File: config.mk
export PLATFORM = sky130hd
export DESIGN_NAME = isp_frame_sequencer_flat
export DESIGN_NICKNAME = d
export VERILOG_FILES = /design/src/rtl/isp_frame_sequencer_pkg.sv /design/src/rtl/isp_frame_sequencer_if.sv /design/src/rtl/isp_frame_sequencer_span_counter.sv /design/src/rtl/isp_frame_sequencer.sv /design/src/flat_wrapper.sv
export SDC_FILE = /design/constraint.sdc
export NUM_CORES = 1
export LEC_CHECK = 0
export CAP_MARGIN = 20
export CORE_ASPECT_RATIO = 0.7
export CORE_MARGIN = 3
export CORE_UTILIZATION = 55
export DETAILED_ROUTE_END_ITERATION = 16
export PLACE_DENSITY = 0.78
export SLEW_MARGIN = 0
export SYNTH_ARGS = -nofsm -noshare
export SYNTH_HDL_FRONTEND = slang
export SYNTH_HIERARCHICAL = 1
export SYNTH_SLANG_ARGS = --single-unit
File: constraint.sdc
create_clock -name clk -period 3.4 [get_ports clk]
set_input_delay 0.34 -clock clk [delete_from_list [all_inputs] [get_ports clk]]
set_output_delay 0.34 -clock clk [all_outputs]
set_load 0.05 [all_outputs]
File: src/rtl/isp_frame_sequencer_pkg.sv
// Shared types and defaults for the ISP frame sequencer and its neighbours.
package isp_frame_sequencer_pkg;

  typedef enum logic [2:0] {
    S_IDLE,
    S_START,
    S_ACTIVE,
    S_FBLANK,
    S_FROW,
    S_DONE
  } seq_state_t;

  // Bayer phase of the first pixel of a frame, shared with the demosaic stage.
  typedef enum logic [1:0] {
    BAYER_GB,
    BAYER_BG,
    BAYER_RG,
    BAYER_GR
  } bayer_phase_t;

  localparam int unsigned DEF_DATA_W      = 8;
  localparam int unsigned DEF_WIDTH       = 320;
  localparam int unsigned DEF_HEIGHT      = 240;
  localparam int unsigned DEF_H_BLANK     = 16;
  localparam int unsigned DEF_START_DELAY = 32;
  localparam int unsigned DEF_FLUSH_ROWS  = 8;

  // Index width for a range of n values, never narrower than one bit.
  function automatic int unsigned cnt_w(input int unsigned n);
    return (n > 1) ? $clog2(n) : 1;
  endfunction

endpackage

File: src/rtl/isp_frame_sequencer_if.sv
// Sensor-side inputs and pipeline-side outputs of the frame sequencer.
interface isp_frame_sequencer_if
  import isp_frame_sequencer_pkg::*;
#(
  parameter int unsigned DATA_W     = DEF_DATA_W,
  parameter int unsigned WIDTH      = DEF_WIDTH,
  parameter int unsigned HEIGHT     = DEF_HEIGHT,
  parameter int unsigned FLUSH_ROWS = DEF_FLUSH_ROWS
);
  localparam int unsigned RW = cnt_w(HEIGHT + FLUSH_ROWS);
  localparam int unsigned CW = cnt_w(WIDTH);

  logic              newFrame;
  logic              iValid;
  logic [DATA_W-1:0] iData;
  logic              iPipeDone;
  logic              oNewFrame;
  logic              oValid;
  logic [DATA_W-1:0] oData;
  logic [RW-1:0]     oRow;
  logic [CW-1:0]     oCol;
  logic              oBusy;
  logic              oFrameDone;
  logic              oOverrun;
  logic              oFrameErr;

  modport master (
    input  newFrame, iValid, iData, iPipeDone,
    output oNewFrame, oValid, oData, oRow, oCol, oBusy, oFrameDone, oOverrun, oFrameErr
  );

  modport slave (
    output newFrame, iValid, iData, iPipeDone,
    input  oNewFrame, oValid, oData, oRow, oCol, oBusy, oFrameDone, oOverrun, oFrameErr
  );

endinterface

File: src/rtl/isp_frame_sequencer_span_counter.sv
// Loadable down-counter that parks at zero; used for the start and blanking delays.
module isp_frame_sequencer_span_counter #(
  parameter int unsigned CNT_W = 8
) (
  input  logic             clk,
  input  logic             reset,
  input  logic             load_i,
  input  logic [CNT_W-1:0] load_val_i,
  input  logic             en_i,
  output logic             zero_o
);
  logic [CNT_W-1:0] count_q, count_d;

  always_comb begin
    count_d = count_q;
    if (load_i)
      count_d = load_val_i;
    else if (en_i && (count_q != '0))
      count_d = count_q - CNT_W'(1);
  end

  always_ff @(posedge clk or posedge reset) begin
    if (reset) count_q <= '0;
    else       count_q <= count_d;
  end

  assign zero_o = (count_q == '0);

endmodule

File: src/rtl/isp_frame_sequencer.sv
// Frame sequencer: gates the sensor stream into the ISP pipeline and appends
// zero-data flush rows so the line-buffered kernels drain at end of frame.
module isp_frame_sequencer
  import isp_frame_sequencer_pkg::*;
#(
  parameter int unsigned DATA_W      = DEF_DATA_W,
  parameter int unsigned WIDTH       = DEF_WIDTH,
  parameter int unsigned HEIGHT      = DEF_HEIGHT,
  parameter int unsigned H_BLANK     = DEF_H_BLANK,
  parameter int unsigned START_DELAY = DEF_START_DELAY,
  parameter int unsigned FLUSH_ROWS  = DEF_FLUSH_ROWS
) (
  input  logic                  clk,
  input  logic                  reset,
  isp_frame_sequencer_if.master seq
);
  localparam int unsigned RW      = cnt_w(HEIGHT + FLUSH_ROWS);
  localparam int unsigned CW      = cnt_w(WIDTH);
  localparam int unsigned FW      = cnt_w(FLUSH_ROWS);
  localparam int unsigned DLY_MAX = (START_DELAY > H_BLANK) ? START_DELAY : H_BLANK;
  localparam int unsigned DW      = cnt_w(DLY_MAX);

  seq_state_t        state_q, state_d;
  logic [CW-1:0]     col_q, col_d;
  logic [RW-1:0]     row_q, row_d;
  logic [FW-1:0]     flush_q, flush_d;
  logic              seen_q, seen_d;
  logic              pend_q, pend_d;

  logic              nf_q, nf_d;
  logic              vld_q, vld_d;
  logic [DATA_W-1:0] data_q, data_d;
  logic [RW-1:0]     orow_q, orow_d;
  logic [CW-1:0]     ocol_q, ocol_d;
  logic              busy_q, busy_d;
  logic              fdone_q, fdone_d;
  logic              ovr_q, ovr_d;
  logic              ferr_q, ferr_d;

  logic start_ld, start_zero, blank_ld, blank_zero;
  logic beat_ok, last_col, last_row, last_flush;

  // A beat in the same cycle as an aborting newFrame belongs to no frame and is dropped.
  assign beat_ok    = (state_q == S_ACTIVE) && seq.iValid && !seq.newFrame;
  assign last_col   = (col_q == CW'(WIDTH - 1));
  assign last_row   = (row_q == RW'(HEIGHT - 1));
  assign last_flush = (flush_q == FW'(FLUSH_ROWS - 1));
  assign start_ld   = (state_d == S_START)  && (state_q != S_START);
  assign blank_ld   = (state_d == S_FBLANK) && (state_q != S_FBLANK);

  isp_frame_sequencer_span_counter #(.CNT_W(DW)) u_start_cnt (
    .clk        (clk),
    .reset      (reset),
    .load_i     (start_ld),
    .load_val_i (DW'(START_DELAY - 1)),
    .en_i       (state_q == S_START),
    .zero_o     (start_zero)
  );

  isp_frame_sequencer_span_counter #(.CNT_W(DW)) u_blank_cnt (
    .clk        (clk),
    .reset      (reset),
    .load_i     (blank_ld),
    .load_val_i (DW'(H_BLANK - 1)),
    .en_i       (state_q == S_FBLANK),
    .zero_o     (blank_zero)
  );

  always_ff @(posedge clk or posedge reset) begin
    if (reset) state_q <= S_IDLE;
    else       state_q <= state_d;
  end

  always_comb begin
    state_d = state_q;
    case (state_q)
      S_IDLE:   if (seq.newFrame) state_d = S_START;
      S_START:  if (start_zero) state_d = S_ACTIVE;
      S_ACTIVE: begin
        if (seq.newFrame)
          state_d = S_START;
        else if (seq.iValid && last_col && last_row)
          state_d = S_FBLANK;
      end
      S_FBLANK: if (blank_zero) state_d = S_FROW;
      S_FROW: begin
        if (last_col)
          state_d = (seen_q || seq.iPipeDone || last_flush) ? S_DONE : S_FBLANK;
      end
      S_DONE:   state_d = (pend_q || seq.newFrame) ? S_START : S_IDLE;
      default:  state_d = S_IDLE;
    endcase
  end

  always_comb begin
    col_d   = col_q;
    row_d   = row_q;
    flush_d = flush_q;
    seen_d  = seen_q;
    pend_d  = pend_q;
    orow_d  = orow_q;
    ocol_d  = ocol_q;
    nf_d    = start_ld;
    vld_d   = beat_ok || (state_q == S_FROW);
    data_d  = beat_ok ? seq.iData : '0;
    busy_d  = (state_d != S_IDLE);
    fdone_d = (state_d == S_DONE);
    ovr_d   = seq.iValid && !beat_ok;
    ferr_d  = (state_q == S_ACTIVE) && seq.newFrame;
    case (state_q)
      S_START: begin
        col_d = '0;
        row_d = '0;
      end
      S_ACTIVE: begin
        if (beat_ok) begin
          orow_d = row_q;
          ocol_d = col_q;
          if (last_col) begin
            col_d = '0;
            row_d = last_row ? '0 : row_q + RW'(1);
            if (last_row) begin
              flush_d = '0;
              seen_d  = 1'b0;
            end
          end else begin
            col_d = col_q + CW'(1);
          end
        end
      end
      S_FBLANK: begin
        seen_d = seen_q | seq.iPipeDone;
        pend_d = pend_q | seq.newFrame;
      end
      S_FROW: begin
        seen_d = seen_q | seq.iPipeDone;
        pend_d = pend_q | seq.newFrame;
        orow_d = RW'(HEIGHT) + RW'(flush_q);
        ocol_d = col_q;
        if (last_col) begin
          col_d = '0;
          if (state_d == S_FBLANK) flush_d = flush_q + FW'(1);
        end else begin
          col_d = col_q + CW'(1);
        end
      end
      S_DONE:  pend_d = 1'b0;
      default: ;
    endcase
  end

  always_ff @(posedge clk or posedge reset) begin
    if (reset) begin
      col_q   <= '0;
      row_q   <= '0;
      flush_q <= '0;
      seen_q  <= 1'b0;
      pend_q  <= 1'b0;
      nf_q    <= 1'b0;
      vld_q   <= 1'b0;
      data_q  <= '0;
      orow_q  <= '0;
      ocol_q  <= '0;
      busy_q  <= 1'b0;
      fdone_q <= 1'b0;
      ovr_q   <= 1'b0;
      ferr_q  <= 1'b0;
    end else begin
      col_q   <= col_d;
      row_q   <= row_d;
      flush_q <= flush_d;
      seen_q  <= seen_d;
      pend_q  <= pend_d;
      nf_q    <= nf_d;
      vld_q   <= vld_d;
      data_q  <= data_d;
      orow_q  <= orow_d;
      ocol_q  <= ocol_d;
      busy_q  <= busy_d;
      fdone_q <= fdone_d;
      ovr_q   <= ovr_d;
      ferr_q  <= ferr_d;
    end
  end

  assign seq.oNewFrame  = nf_q;
  assign seq.oValid     = vld_q;
  assign seq.oData      = data_q;
  assign seq.oRow       = orow_q;
  assign seq.oCol       = ocol_q;
  assign seq.oBusy      = busy_q;
  assign seq.oFrameDone = fdone_q;
  assign seq.oOverrun   = ovr_q;
  assign seq.oFrameErr  = ferr_q;

endmodule

File: src/flat_wrapper.sv
// flat-port wrapper written by rule: the top's interface ports become plain ports
module isp_frame_sequencer_flat import isp_frame_sequencer_pkg::*;
#(
  parameter int unsigned DATA_W      = DEF_DATA_W,
  parameter int unsigned WIDTH       = DEF_WIDTH,
  parameter int unsigned HEIGHT      = DEF_HEIGHT,
  parameter int unsigned H_BLANK     = DEF_H_BLANK,
  parameter int unsigned START_DELAY = DEF_START_DELAY,
  parameter int unsigned FLUSH_ROWS  = DEF_FLUSH_ROWS
)
  (clk, reset, seq_newFrame, seq_iValid, seq_iData, seq_iPipeDone, seq_oNewFrame, seq_oValid, seq_oData, seq_oRow, seq_oCol, seq_oBusy, seq_oFrameDone, seq_oOverrun, seq_oFrameErr);
  isp_frame_sequencer_if #(.DATA_W(DATA_W), .WIDTH(WIDTH), .HEIGHT(HEIGHT), .FLUSH_ROWS(FLUSH_ROWS)) seq_i ();
  input  logic clk;
  input  logic reset;
  input wire logic [$bits(seq_i.newFrame)-1:0] seq_newFrame;
  input wire logic [$bits(seq_i.iValid)-1:0] seq_iValid;
  input wire logic [$bits(seq_i.iData)-1:0] seq_iData;
  input wire logic [$bits(seq_i.iPipeDone)-1:0] seq_iPipeDone;
  output wire logic [$bits(seq_i.oNewFrame)-1:0] seq_oNewFrame;
  output wire logic [$bits(seq_i.oValid)-1:0] seq_oValid;
  output wire logic [$bits(seq_i.oData)-1:0] seq_oData;
  output wire logic [$bits(seq_i.oRow)-1:0] seq_oRow;
  output wire logic [$bits(seq_i.oCol)-1:0] seq_oCol;
  output wire logic [$bits(seq_i.oBusy)-1:0] seq_oBusy;
  output wire logic [$bits(seq_i.oFrameDone)-1:0] seq_oFrameDone;
  output wire logic [$bits(seq_i.oOverrun)-1:0] seq_oOverrun;
  output wire logic [$bits(seq_i.oFrameErr)-1:0] seq_oFrameErr;
  assign seq_i.newFrame = seq_newFrame;
  assign seq_i.iValid = seq_iValid;
  assign seq_i.iData = seq_iData;
  assign seq_i.iPipeDone = seq_iPipeDone;
  assign seq_oNewFrame = seq_i.oNewFrame;
  assign seq_oValid = seq_i.oValid;
  assign seq_oData = seq_i.oData;
  assign seq_oRow = seq_i.oRow;
  assign seq_oCol = seq_i.oCol;
  assign seq_oBusy = seq_i.oBusy;
  assign seq_oFrameDone = seq_i.oFrameDone;
  assign seq_oOverrun = seq_i.oOverrun;
  assign seq_oFrameErr = seq_i.oFrameErr;
  isp_frame_sequencer #(.DATA_W(DATA_W), .WIDTH(WIDTH), .HEIGHT(HEIGHT), .H_BLANK(H_BLANK), .START_DELAY(START_DELAY), .FLUSH_ROWS(FLUSH_ROWS)) u_core (.clk(clk), .reset(reset), .seq(seq_i));
endmodule
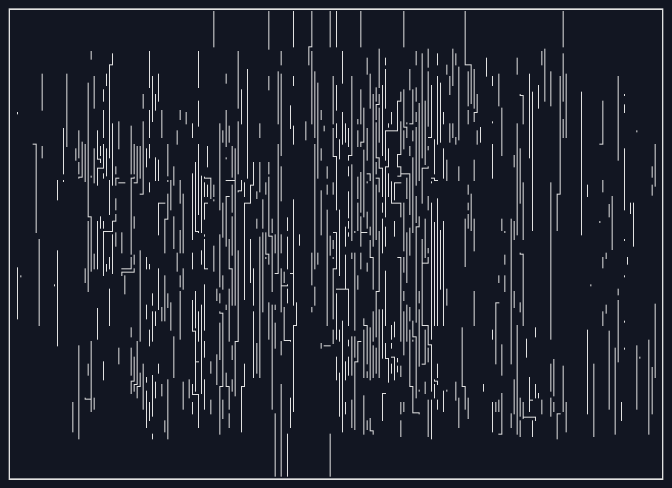
(met2 routing)
The longest straight run is 23.5 um. The layer carries 3020 um of wire. 333 nets have wire on it. The layer holds 43% of the routed length. The wires run mostly vertical.
met2 Usage GRT: 29.4%
via count: 2650
WL final: 7030 um

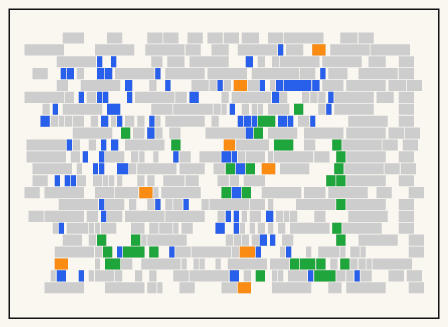
(selected gate families)
Key: blue = nand cells [cells 77]; orange = non-inverting ao/oa cells [cells 8]; green = and/or cells [cells 30]

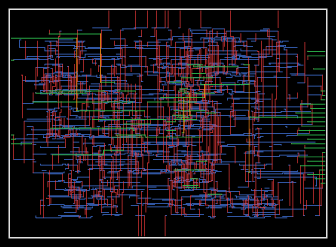
(wiring by layer)
Key: green = M3 [wire length 556 um]; blue = M1 [wire length 3370 um]; orange = M4 [wire length 92.5 um]; red = M2 [wire length 3020 um]

==> reports/results.ini <==
[layout]
drive_gt1_share_pct=12.6

[place]
port_buffers=43
post-place-ws_ns=0.674

[status]
status=finished clean

[logic_synthesis]
yosysMostFrequentCell=dfrtp_1
synth_async_sr_flop_share_pct=100
ys_ff=66
top_area_cell=dfrtp_1
ys_types=51
ys_top_cells_by_count=dfrtp_1, nand2_1, o21ai_0, a21oi_1, inv_1
synth_seq_share_pct=50.8

[timing]
finalWorstPathRequiredPeriod_ns=2.66
maxSlewViolCount=0
worst_slew_pin_slew_ns=0.807
skew_ns=0.00945

[clocking]
cts_resized=0
clockBufferDepth=2

[power]
ir_worst_vdd_mv=0.383
powerDensity_mw_per_mm2=697

[drt]
ant_nets=0
drt-pass1-iter-count=5

[global_route]
antenna_found_initial=0
grt_max_degree=37

[critical_path]
slowest_stage=or4b_4
reg2reg_slack_ns=0.74
arrival_ns=2.91
worstSetupStartpointType=flop

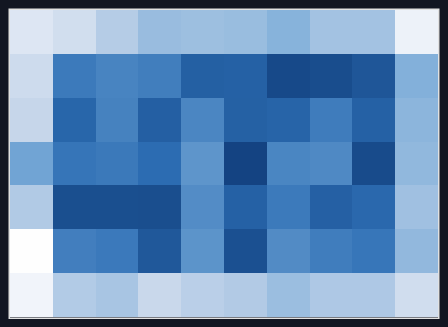
(placement density heat map)
The die is cut into 10 by 7 equal tiles; white is low, dark blue is high, 0 to 100% covered.
The densest ninth of the die: middle. 30% of the tiles are over 75% full. The fullest tile reaches 92%. 1.4% of the tiles are nearly empty. The mean over all tiles is 57%.

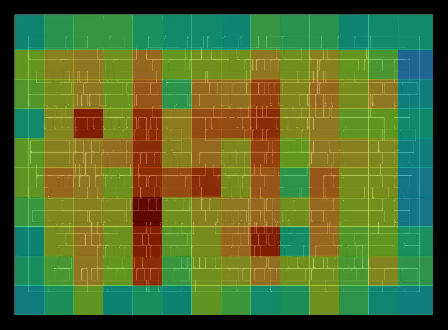
(track usage over the die)
gr usage total: 22.0%
layer with the highest usage: met1

worst reg2reg max path, stage by stage (launching register included):
cell and delay [ns]:
dfrtp_1 0.39, inv_1 0.10, ha_1 0.16, or4b_4 0.49, inv_1 0.14, nand2b_1 0.16
mux2i_1 0.09, a32o_1 0.23, a21oi_1 0.24, nor3_1 0.08, buf_4 0.19, o31a_1 0.29
path summary, 6_finish.rpt:
check | endpoint | cells past startpoint
min | u_core/u_start_cnt/count_q[0] | 2
min reg2reg | u_core/seq.oRow[5] | 2
max in group asynchronous | u_core/col_q[0] | 3
max reg2reg | u_core/u_start_cnt/count_q[0] | 11
min in group clk | u_core/seq.oRow[5] | 2
max | u_core/u_start_cnt/count_q[0] | 11
layer usage:
metal / GRT usage [%] / wire (um) / up-vias
met5: 0 / 0 / -
met4: 9.06 / 92 / 0
li1: - / - / 1263
met1: 32.9 / 3370 / 1262
met3: 6.59 / 555 / 13
met2: 29.4 / 3020 / 112
through the flow:
stage               cell area (um^2)  power, W  hold slack, ns  util, %  instances
global placement                3780   0.00208           0.489     69.0        445
CTS                             3990   0.00279           0.259     72.8        461
finish                          3990   0.00278           0.260     72.8        461
global route                    3990   0.00296           0.291     72.8        461
floorplan                       3280   0.00183           0.119        -        336
detailed placement              3780   0.00212           0.496     69.0        445
layout make-up:
cell class | instances | area (um^2)
Clock inverter | 6 | 66.3
Timing Repair Buffer | 47 | 460
Sequential cell | 66 | 1650
Fill cell | 411 | 1490
Tap cell | 72 | 90.1
Inverter | 16 | 60.1
Clock buffer | 10 | 138
Multi-Input combinational cell | 244 | 1520
logic make-up after synthesis:
| logic type | Yosys count |
|---|---|
| adder cells (fa/ha/maj) | 6 |
| AND/OR/NAND/NOR | 139 |
| multiplexers | 13 |
| buffers and inverters | 26 |
| other | 2 |
| flip-flops | 66 |
| AND-OR/OR-AND | 76 |
report_power, final:
group	total, W	switching (W)	internal, W
Combinational	0.00103	0.000637	0.000392
Sequential	0.00108	0.000147	0.000934
Clock	0.000670	0.000312	0.000358
Total	0.00278	0.00110	0.00168
sequential cells by signal (all words and copies together) (netlist names), 3 cells and up:
register / count
u_core/state_q: 3
u_core/seq.oCol: 9
u_core/row_q: 8
u_core/seq.oRow: 8
u_core/u_start_cnt/count_q: 5
u_core/col_q: 9
u_core/seq.oData: 8
u_core/flush_q: 3
u_core/u_blank_cnt/count_q: 5
layout by cell type, fill, tap and decap left out, drive strengths merged, types with 3 or more instances in the layout:
master and instances:
nor2 15, inv 16, a21oi 24, clkinvlp 3, conb 10, clkdlybuf4s50 43, nor3b 3, nand3 16
nand2b 8, nor2b 7, clkbuf 10, nand2 51, o31ai 8, buf 4, or3 7, or4b 4
a31oi 4, o21ai 24, mux2 10, and3 13, ha 6, mux2i 3, dfrtp 66, nor3 6
Power figures rest on the tool's default switching activity, not on a simulated workload.
